$ cat src/rtl/store_monitor_pkg.sv
// Shared types and constants for the store_monitor end-of-test verdict block.
package store_monitor_pkg;

  localparam int unsigned WORD_W      = 32;
  localparam int unsigned COUNT_W     = 16;
  localparam int unsigned TRACE_DEPTH = 8;
  localparam int unsigned TRACE_IDX_W = 3;
  localparam int unsigned TRACE_LVL_W = 4;

  localparam logic [WORD_W-1:0] DEFAULT_PASS_ADDR      = 32'd128;
  localparam logic [WORD_W-1:0] DEFAULT_PASS_DATA      = 32'd254;
  localparam int unsigned       DEFAULT_TIMEOUT_CYCLES = 64;

  typedef enum logic [2:0] {
    MON_IDLE,
    MON_RUN,
    MON_PASS,
    MON_FAIL,
    MON_TIMEOUT
  } mon_state_t;

  typedef struct packed {
    logic [WORD_W-1:0] addr;
    logic [WORD_W-1:0] data;
  } trace_entry_t;

endpackage

$ cat src/rtl/store_trace_buf.sv
// Circular store trace: newest entry at read index 0, level saturates at depth.
module store_trace_buf
  import store_monitor_pkg::*;
(
  input  logic                   clk,
  input  logic                   rstN,
  input  logic                   wrEn,
  input  trace_entry_t           wrEntry,
  input  logic [TRACE_IDX_W-1:0] rdIdx,
  output trace_entry_t           rdEntry,
  output logic [TRACE_LVL_W-1:0] level
);

  trace_entry_t           mem [TRACE_DEPTH];
  logic [TRACE_IDX_W-1:0] wrPtr;
  logic [TRACE_IDX_W-1:0] rdPtr;

  always_ff @(posedge clk or negedge rstN) begin
    if (!rstN) begin
      mem   <= '{default: '0};
      wrPtr <= '0;
      level <= '0;
    end else if (wrEn) begin
      mem[wrPtr] <= wrEntry;
      wrPtr      <= wrPtr + TRACE_IDX_W'(1);
      if (level != TRACE_LVL_W'(TRACE_DEPTH)) level <= level + TRACE_LVL_W'(1);
    end
  end

  // Walk backwards from the last written slot; out-of-range reads return zero.
  assign rdPtr = wrPtr - TRACE_IDX_W'(1) - rdIdx;

  always_comb begin
    rdEntry = '0;
    if ({1'b0, rdIdx} < level) rdEntry = mem[rdPtr];
  end

endmodule

$ cat src/rtl/store_monitor.sv
// End-of-test monitor: first mailbox store decides pass/fail, else timeout.
// Optional store trace buffer enabled by defining STORE_MONITOR_TRACE_EN.
module store_monitor
  import store_monitor_pkg::*;
#(
  parameter logic [WORD_W-1:0] PASS_ADDR      = DEFAULT_PASS_ADDR,
  parameter logic [WORD_W-1:0] PASS_DATA      = DEFAULT_PASS_DATA,
  parameter int unsigned       TIMEOUT_CYCLES = DEFAULT_TIMEOUT_CYCLES
) (
  input  logic                   clk,
  input  logic                   reset,
  input  logic                   enable,
  input  logic                   MemWrite,
  input  logic [WORD_W-1:0]      DataAdr,
  input  logic [WORD_W-1:0]      WriteData,
  input  logic [WORD_W-1:0]      PC,
  output logic                   done,
  output logic                   pass,
  output logic                   fail,
  output logic                   timeout,
  output logic [WORD_W-1:0]      verdict_pc,
  output logic [COUNT_W-1:0]     store_count,
  input  logic [TRACE_IDX_W-1:0] trace_rd_idx,
  output logic [WORD_W-1:0]      trace_addr,
  output logic [WORD_W-1:0]      trace_data,
  output logic [TRACE_LVL_W-1:0] trace_level
);

  logic [1:0]         rstSync;
  logic               rstN;
  mon_state_t         state;
  logic [COUNT_W-1:0] cycleCnt;
  logic               isStore;
  logic               isMailbox;
  logic               limitHit;

  // Assert asynchronously, release two edges after the external reset rises.
  always_ff @(posedge clk or negedge reset) begin
    if (!reset) rstSync <= 2'b00;
    else        rstSync <= {rstSync[0], 1'b1};
  end
  assign rstN = rstSync[1];

  assign isStore   = (state == MON_RUN) && MemWrite;
  assign isMailbox = isStore && (DataAdr == PASS_ADDR);
  assign limitHit  = (cycleCnt + COUNT_W'(1)) == COUNT_W'(TIMEOUT_CYCLES);

  always_ff @(posedge clk or negedge rstN) begin
    if (!rstN) begin
      state       <= MON_IDLE;
      cycleCnt    <= '0;
      done        <= 1'b0;
      pass        <= 1'b0;
      fail        <= 1'b0;
      timeout     <= 1'b0;
      verdict_pc  <= '0;
      store_count <= '0;
    end else begin
      case (state)
        MON_IDLE: begin
          if (enable) begin
            state    <= MON_RUN;
            cycleCnt <= '0;
          end
        end
        MON_RUN: begin
          cycleCnt <= cycleCnt + COUNT_W'(1);
          // A mailbox store takes priority over the timeout limit on the same edge.
          if (isMailbox) begin
            done       <= 1'b1;
            verdict_pc <= PC;
            if (WriteData == PASS_DATA) begin
              state <= MON_PASS;
              pass  <= 1'b1;
            end else begin
              state <= MON_FAIL;
              fail  <= 1'b1;
            end
          end else if (limitHit) begin
            state      <= MON_TIMEOUT;
            done       <= 1'b1;
            timeout    <= 1'b1;
            verdict_pc <= PC;
          end
        end
        default: ;
      endcase
      if (isStore && (store_count != '1)) store_count <= store_count + COUNT_W'(1);
    end
  end

`ifdef STORE_MONITOR_TRACE_EN
  trace_entry_t wrEntry;
  trace_entry_t rdEntry;

  assign wrEntry = '{addr: DataAdr, data: WriteData};

  store_trace_buf uTrace (
    .clk     (clk),
    .rstN    (rstN),
    .wrEn    (isStore),
    .wrEntry (wrEntry),
    .rdIdx   (trace_rd_idx),
    .rdEntry (rdEntry),
    .level   (trace_level)
  );

  assign trace_addr = rdEntry.addr;
  assign trace_data = rdEntry.data;
`else
  logic unusedTraceIdx;
  assign unusedTraceIdx = ^trace_rd_idx;
  assign trace_addr     = '0;
  assign trace_data     = '0;
  assign trace_level    = '0;
`endif

endmodule

$ cat config.mk
export PLATFORM = sky130hd
export DESIGN_NAME = store_monitor
export DESIGN_NICKNAME = d
export VERILOG_FILES = /design/src/rtl/store_monitor_pkg.sv /design/src/rtl/store_trace_buf.sv /design/src/rtl/store_monitor.sv
export SDC_FILE = /design/constraint.sdc
export NUM_CORES = 1
export LEC_CHECK = 0
export CORE_MARGIN = 2
export CORE_UTILIZATION = 43
export DETAILED_ROUTE_END_ITERATION = 10
export PLACE_DENSITY = 0.85
export RECOVER_POWER = 25
export SLEW_MARGIN = 30
export SYNTH_ARGS = -nofsm -noshare
export SYNTH_HDL_FRONTEND = slang
export SYNTH_SLANG_ARGS = --single-unit
$ cat constraint.sdc
create_clock -name clk -period 3.6 [get_ports clk]
set_clock_uncertainty 0.15 [all_clocks]
set_input_delay 0.9 -clock clk [delete_from_list [all_inputs] [get_ports clk]]
set_output_delay 0.9 -clock clk [all_outputs]
set_load 0.05 [all_outputs]
run_1/layer_met1.png
The bar under the picture is 20 µm long. Supply wires on this layer in gray.
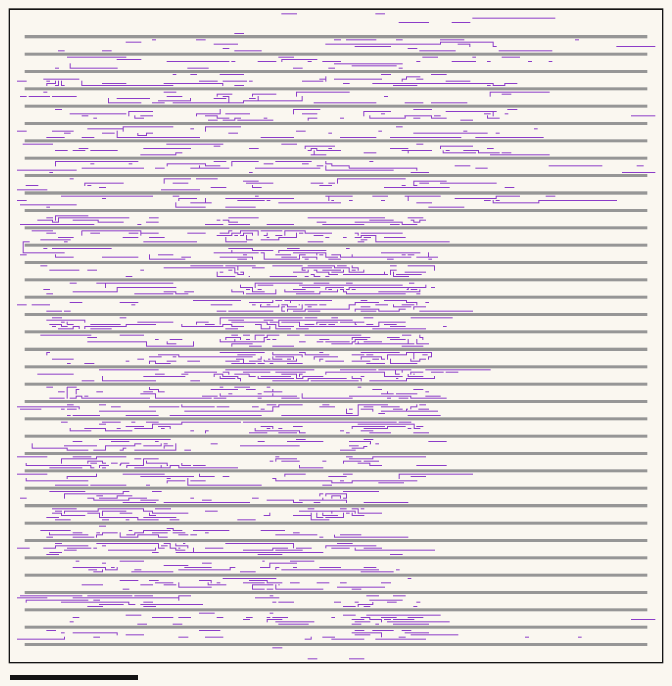
nets with wire on the layer: 529
share of all routed wire: 37%
main direction: horizontal

run_1/layer_met2.png
Cells faint in the background.
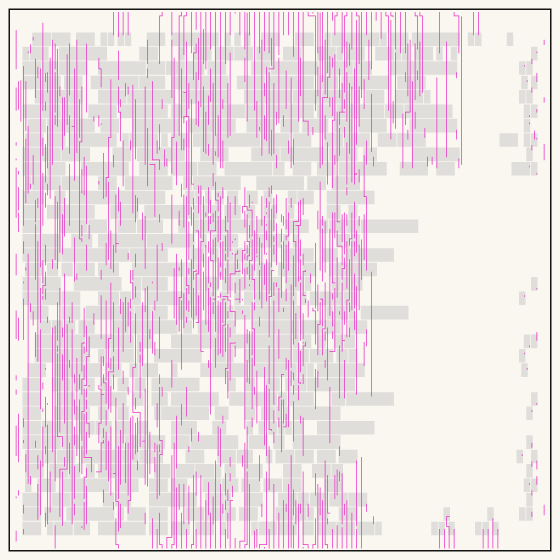
wire length on this layer: 5,620 µm
share of all routed wire: 55%
main direction: vertical
longest straight run: 43.4 µm
total wirelength of the detailed-routed design: 10,300 µm
total via count after detailed routing: 3,337
met2 Track Usage GR: 0.350

==> results.py, run 1 <==
# Physical implementation metrics
metrics = {
    "clock_tree": {
        "clk_latency_ps": 340,
        "clock-root-buffer": "sky130_fd_sc_hd__clkbuf_8",
    },
    "final_layout": {
        "antenna_cells": 0,
        "seq_share": 0.316,
        "layout.cells.most_common": "sky130_fd_sc_hd__clkdlybuf4s50_1",
        "fin_nets": 646,
        "logic_gates": 292,
        "clock_buf_count": 12,
    },
    "placed_design": {
        "pre_cts_slack_ps": 383,
    },
    "setup_path": {
        "path_class": "reg -> reg",
        "worst_r2r_endpoint": "verdict_pc[29]$_DFFE_PN0P_",
        "cpPeakStageDelay_ps": 460,
        "worst_setup_path_end_kind": "flop",
    },
    "sta": {
        "timing.final.max_slew_violations": 48,
    },
    "job": {
        "total_of_max_cap_violations": 1,
    },
    "die": {
        "tap-cell-count": 129,
        "die_h_um": 102,
        "floorplan.rows": 35,
        "core_util_floorplan": 0.446,
    },
    "synth": {
        "yosys-stat-area_um2": 4140,
        "postSynthRegisterBits": 73,
        "synthesis.area_um2": 4140,
        "muxShareOfSynthArea": 0.121,
        "yosys-top-cells-count": "sky130_fd_sc_hd__dfrtp_1, sky130_fd_sc_hd__buf_4, sky130_fd_sc_hd__mux2_4, sky130_fd_sc_hd__nand2_1",
        "ys_cells": 382,
        "synth.distinct_cells": 57,
    },
    "grt": {
        "grt-ovfl-total": 0,
    },
    "outcome": {
        "run_status": "finished, violations left",
        "failed_checks": "capacitance limit, slew limit",
    },
    "power_and_ir_drop": {
        "ir_drop_v": 0.000465,
        "p_seq_w": 0.00119,
        "comb_power_w": 0.00158,
        "pwr_density_cell_nw_per_um2": 604,
    },
    "routing": {
        "maxUsedRoutingLayer": "met4",
    },
}
run_1/layer_met3.png
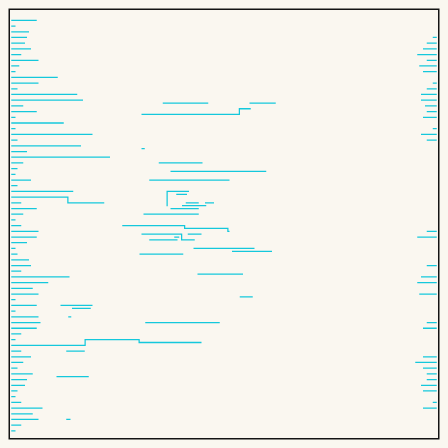
main direction: horizontal
share of all routed wire: 7.6%
nets with wire on the layer: 131
wire length on this layer: 778 µm
longest straight run: 23.2 µm
met3 track demand over resource: 0.0568

run_1/congestion.png
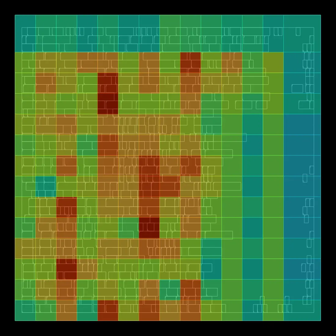
total routing resource utilization after global routing: 0.199
met1 track demand over resource in global routing: 0.243

run_1/placement_by_type.png
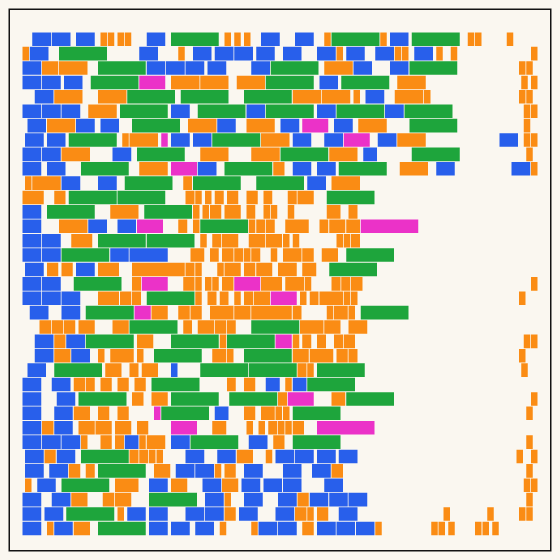

## Run 2: what changed since run 1
Settings changed: CORE_UTILIZATION 43 to 36, PLACE_DENSITY 0.85 to 0.76.
Clock period 3.6 ns to 2.7 ns, I/O delays scaled along.
run_2/placement_by_type.png
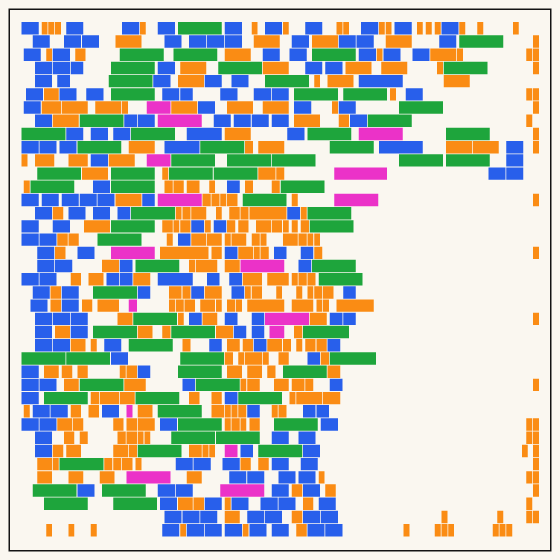
legend:
  orange:
    class: combinational and other logic
    cells: 298
  blue:
    class: remaining buffers and delay cells
    cells: 199
  magenta:
    class: clock drivers and dummy loads
    cells: 16
  green:
    class: sequential cells
    cells: 73

==> run 2 against run 1 <==
Compared with the run above:
- the run now ends clean
- die size is 19% higher
- first-iteration DRC count fell by 27%
- final area is 9.1% higher
- non-clock buffer count increased by 41
- worst setup slack lost 470 ps
- area after synthesis is the same
- critical path depth is 1 higher
- routed wire length up 5.4%
- global-route usage down 2.7 points
- hold slack got worse by 14 ps
- core utilization decreased by 6.6 points
- critical path type unchanged
- critical endpoint is now verdict_pc[22]$_DFFE_PN0P_
- highest routed layer unchanged
==> results.py, run 2 <==
# Physical implementation metrics
metrics = {
    "synth": {
        "synthesis.area_um2": 4140,
        "muxShareOfSynthArea": 0.121,
        "synth.distinct_cells": 57,
        "yosys-stat-area_um2": 4140,
        "postSynthRegisterBits": 73,
        "yosys-top-cells-count": "sky130_fd_sc_hd__dfrtp_1, sky130_fd_sc_hd__buf_4, sky130_fd_sc_hd__mux2_4, sky130_fd_sc_hd__nand2_1",
    },
    "die": {
        "core_util_floorplan": 0.365,
        "floorplan.rows": 39,
        "tap-cell-count": 143,
    },
    "final_layout": {
        "logic_gates": 292,
        "layout.cells.most_common": "sky130_fd_sc_hd__clkdlybuf4s50_1",
        "seq_share": 0.290,
        "clock_buf_count": 12,
        "fin_nets": 687,
    },
    "routing": {
        "finalWirelength_um": 10800,
        "vias": 3432,
    },
    "clock_tree": {
        "clock-root-buffer": "sky130_fd_sc_hd__clkbuf_16",
    },
    "power_and_ir_drop": {
        "comb_power_w": 0.00227,
    },
    "grt": {
        "grt_util_met1": 0.201,
        "grt_util_met3": 0.0443,
    },
    "outcome": {
        "run_status": "complete, no violations",
    },
    "setup_path": {
        "path_class": "reg -> reg",
        "worst_setup_path_end_kind": "flop",
        "worst_r2r_endpoint": "verdict_pc[22]$_DFFE_PN0P_",
    },
    "job": {
        "total_of_max_cap_violations": 0,
    },
}
run_2/layer_met3.png
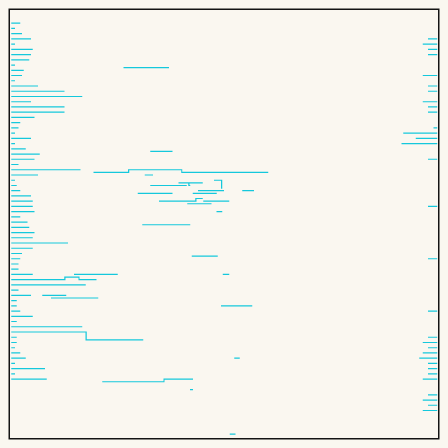
longest straight run: 22.3 µm
wire length on this layer: 692 µm
nets with wire on the layer: 119
share of all routed wire: 6.4%

run_2/layer_met1.png
The bar under the picture is 20 µm long. Supply wires on this layer in gray.
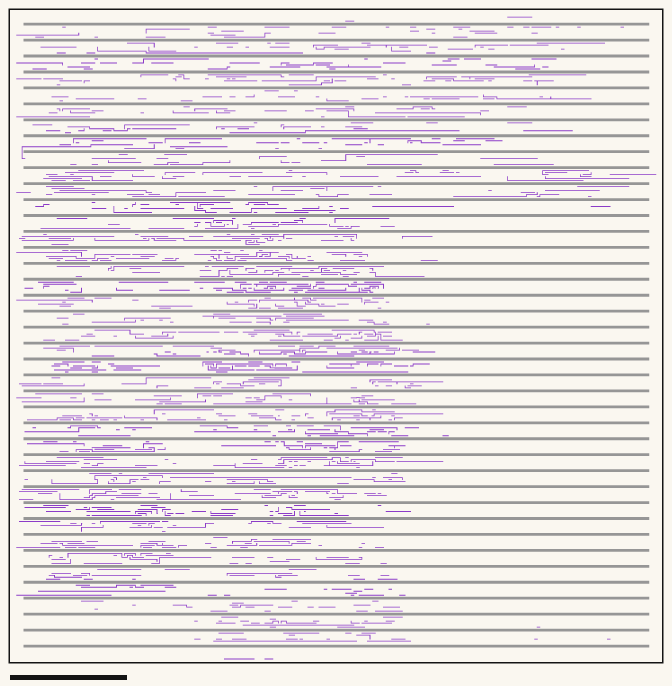

## Run 3: what changed since run 2
Settings changed: CTS_BUF_LIST from default to sky130_fd_sc_hd__clkbuf_16.
run_3/layer_met1.png
The bar under the picture is 20 µm long. Supply wires on this layer in gray.
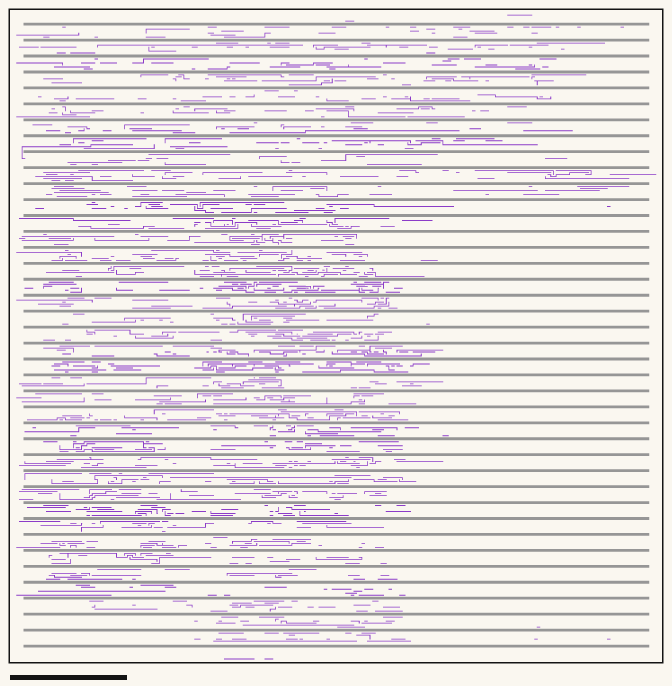
main direction: horizontal
longest straight run: 35.0 µm
wire length on this layer: 4,280 µm
nets with wire on the layer: 581
total wirelength of the detailed-routed design: 10,900 µm
total via count after detailed routing: 3,479
met1 track demand over resource in global routing: 0.200

==> run 3 against run 2 <==
Compared with the run above:
- cell count rose by 0.14%
- clock power fell by 6%
- total power is 0.39% lower
- worst setup slack better by 9.8 ps
- non-clock buffer count increased by 1
- area after synthesis is the same
- synthesized cell count unchanged
- critical path type unchanged
- largest power group unchanged
==> results.py, run 3 <==
# Physical implementation metrics
metrics = {
    "grt": {
        "grt-ovfl-total": 0,
        "grt.total_usage": 0.173,
        "use_met2": 0.308,
    },
    "die": {
        "tap-cell-count": 143,
        "core_util_floorplan": 0.365,
        "die_h_um": 111,
        "floorplan.rows": 39,
    },
    "setup_path": {
        "path_class": "reg -> reg",
        "cpPeakStageDelay_ps": 430,
        "worst_setup_path_end_kind": "flop",
        "rr_startpoint": "cycleCnt[3]$_DFFE_PN0P_",
        "worst_r2r_endpoint": "verdict_pc[22]$_DFFE_PN0P_",
        "startpoint_type_of_the_worst_setup_path": "flop",
        "worst_ep_required_time_ps": 2760,
    },
    "power_and_ir_drop": {
        "share_comb_of_total_power": 0.461,
        "sequentialPowerShare": 0.310,
        "comb_power_w": 0.00231,
        "pwr_density_cell_nw_per_um2": 796,
        "power_report.internal_total_w": 0.00296,
        "power.leakage_nw": 2.86,
        "ir_drop_v": 0.000633,
    },
    "final_layout": {
        "sh_comb_area": 0.323,
        "fin_nets": 688,
        "multiInputGateArea_um2": 2040,
        "antenna_cells": 0,
        "seq_share": 0.290,
        "clock_buf_count": 9,
        "layout.cells.most_common": "sky130_fd_sc_hd__clkdlybuf4s50_1",
        "logic_gates": 292,
    },
    "placed_design": {
        "pre_cts_slack_ps": -484,
        "io_buffer_count": 151,
        "hpwlAfterDp_um": 8120,
    },
    "clock_tree": {
        "clock-root-buffer": "sky130_fd_sc_hd__clkbuf_16",
        "clk_latency_ps": 330,
    },
    "synth": {
        "postSynthRegisterBits": 73,
        "synth.distinct_cells": 57,
        "yosys-top-cells-count": "sky130_fd_sc_hd__dfrtp_1, sky130_fd_sc_hd__buf_4, sky130_fd_sc_hd__mux2_4, sky130_fd_sc_hd__nand2_1",
        "netlist.top_cell.by_instances": "sky130_fd_sc_hd__dfrtp_1",
        "yosys-stat-area_um2": 4140,
        "muxShareOfSynthArea": 0.121,
        "ys_cells": 382,
        "syn-mean-instance-area_um2": 10.8,
        "synthesis.area_um2": 4140,
    },
    "sta": {
        "hold-worst-slack_ps": 227,
        "fin_crit_sh": 0.965,
        "timing.final.max_slew_violations": 0,
        "max_slew.worst_pin.slew_ps": 1050,
    },
    "outcome": {
        "run_status": "complete, no violations",
    },
    "job": {
        "total_of_max_cap_violations": 0,
    },
    "routing": {
        "maxUsedRoutingLayer": "met4",
    },
}
run_3/layer_met3.png
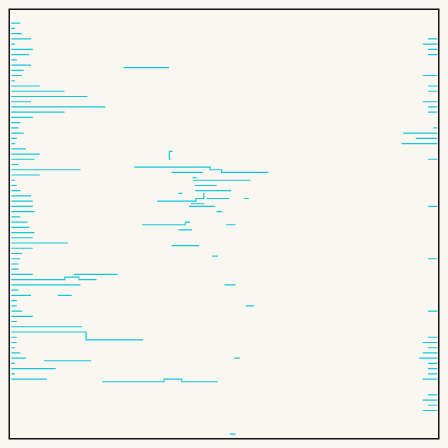
wire length on this layer: 697 µm
nets with wire on the layer: 120
main direction: horizontal
share of all routed wire: 6.4%
met3 track demand over resource: 0.0448

No activity file was given, so power comes from the tool's default toggle rates.
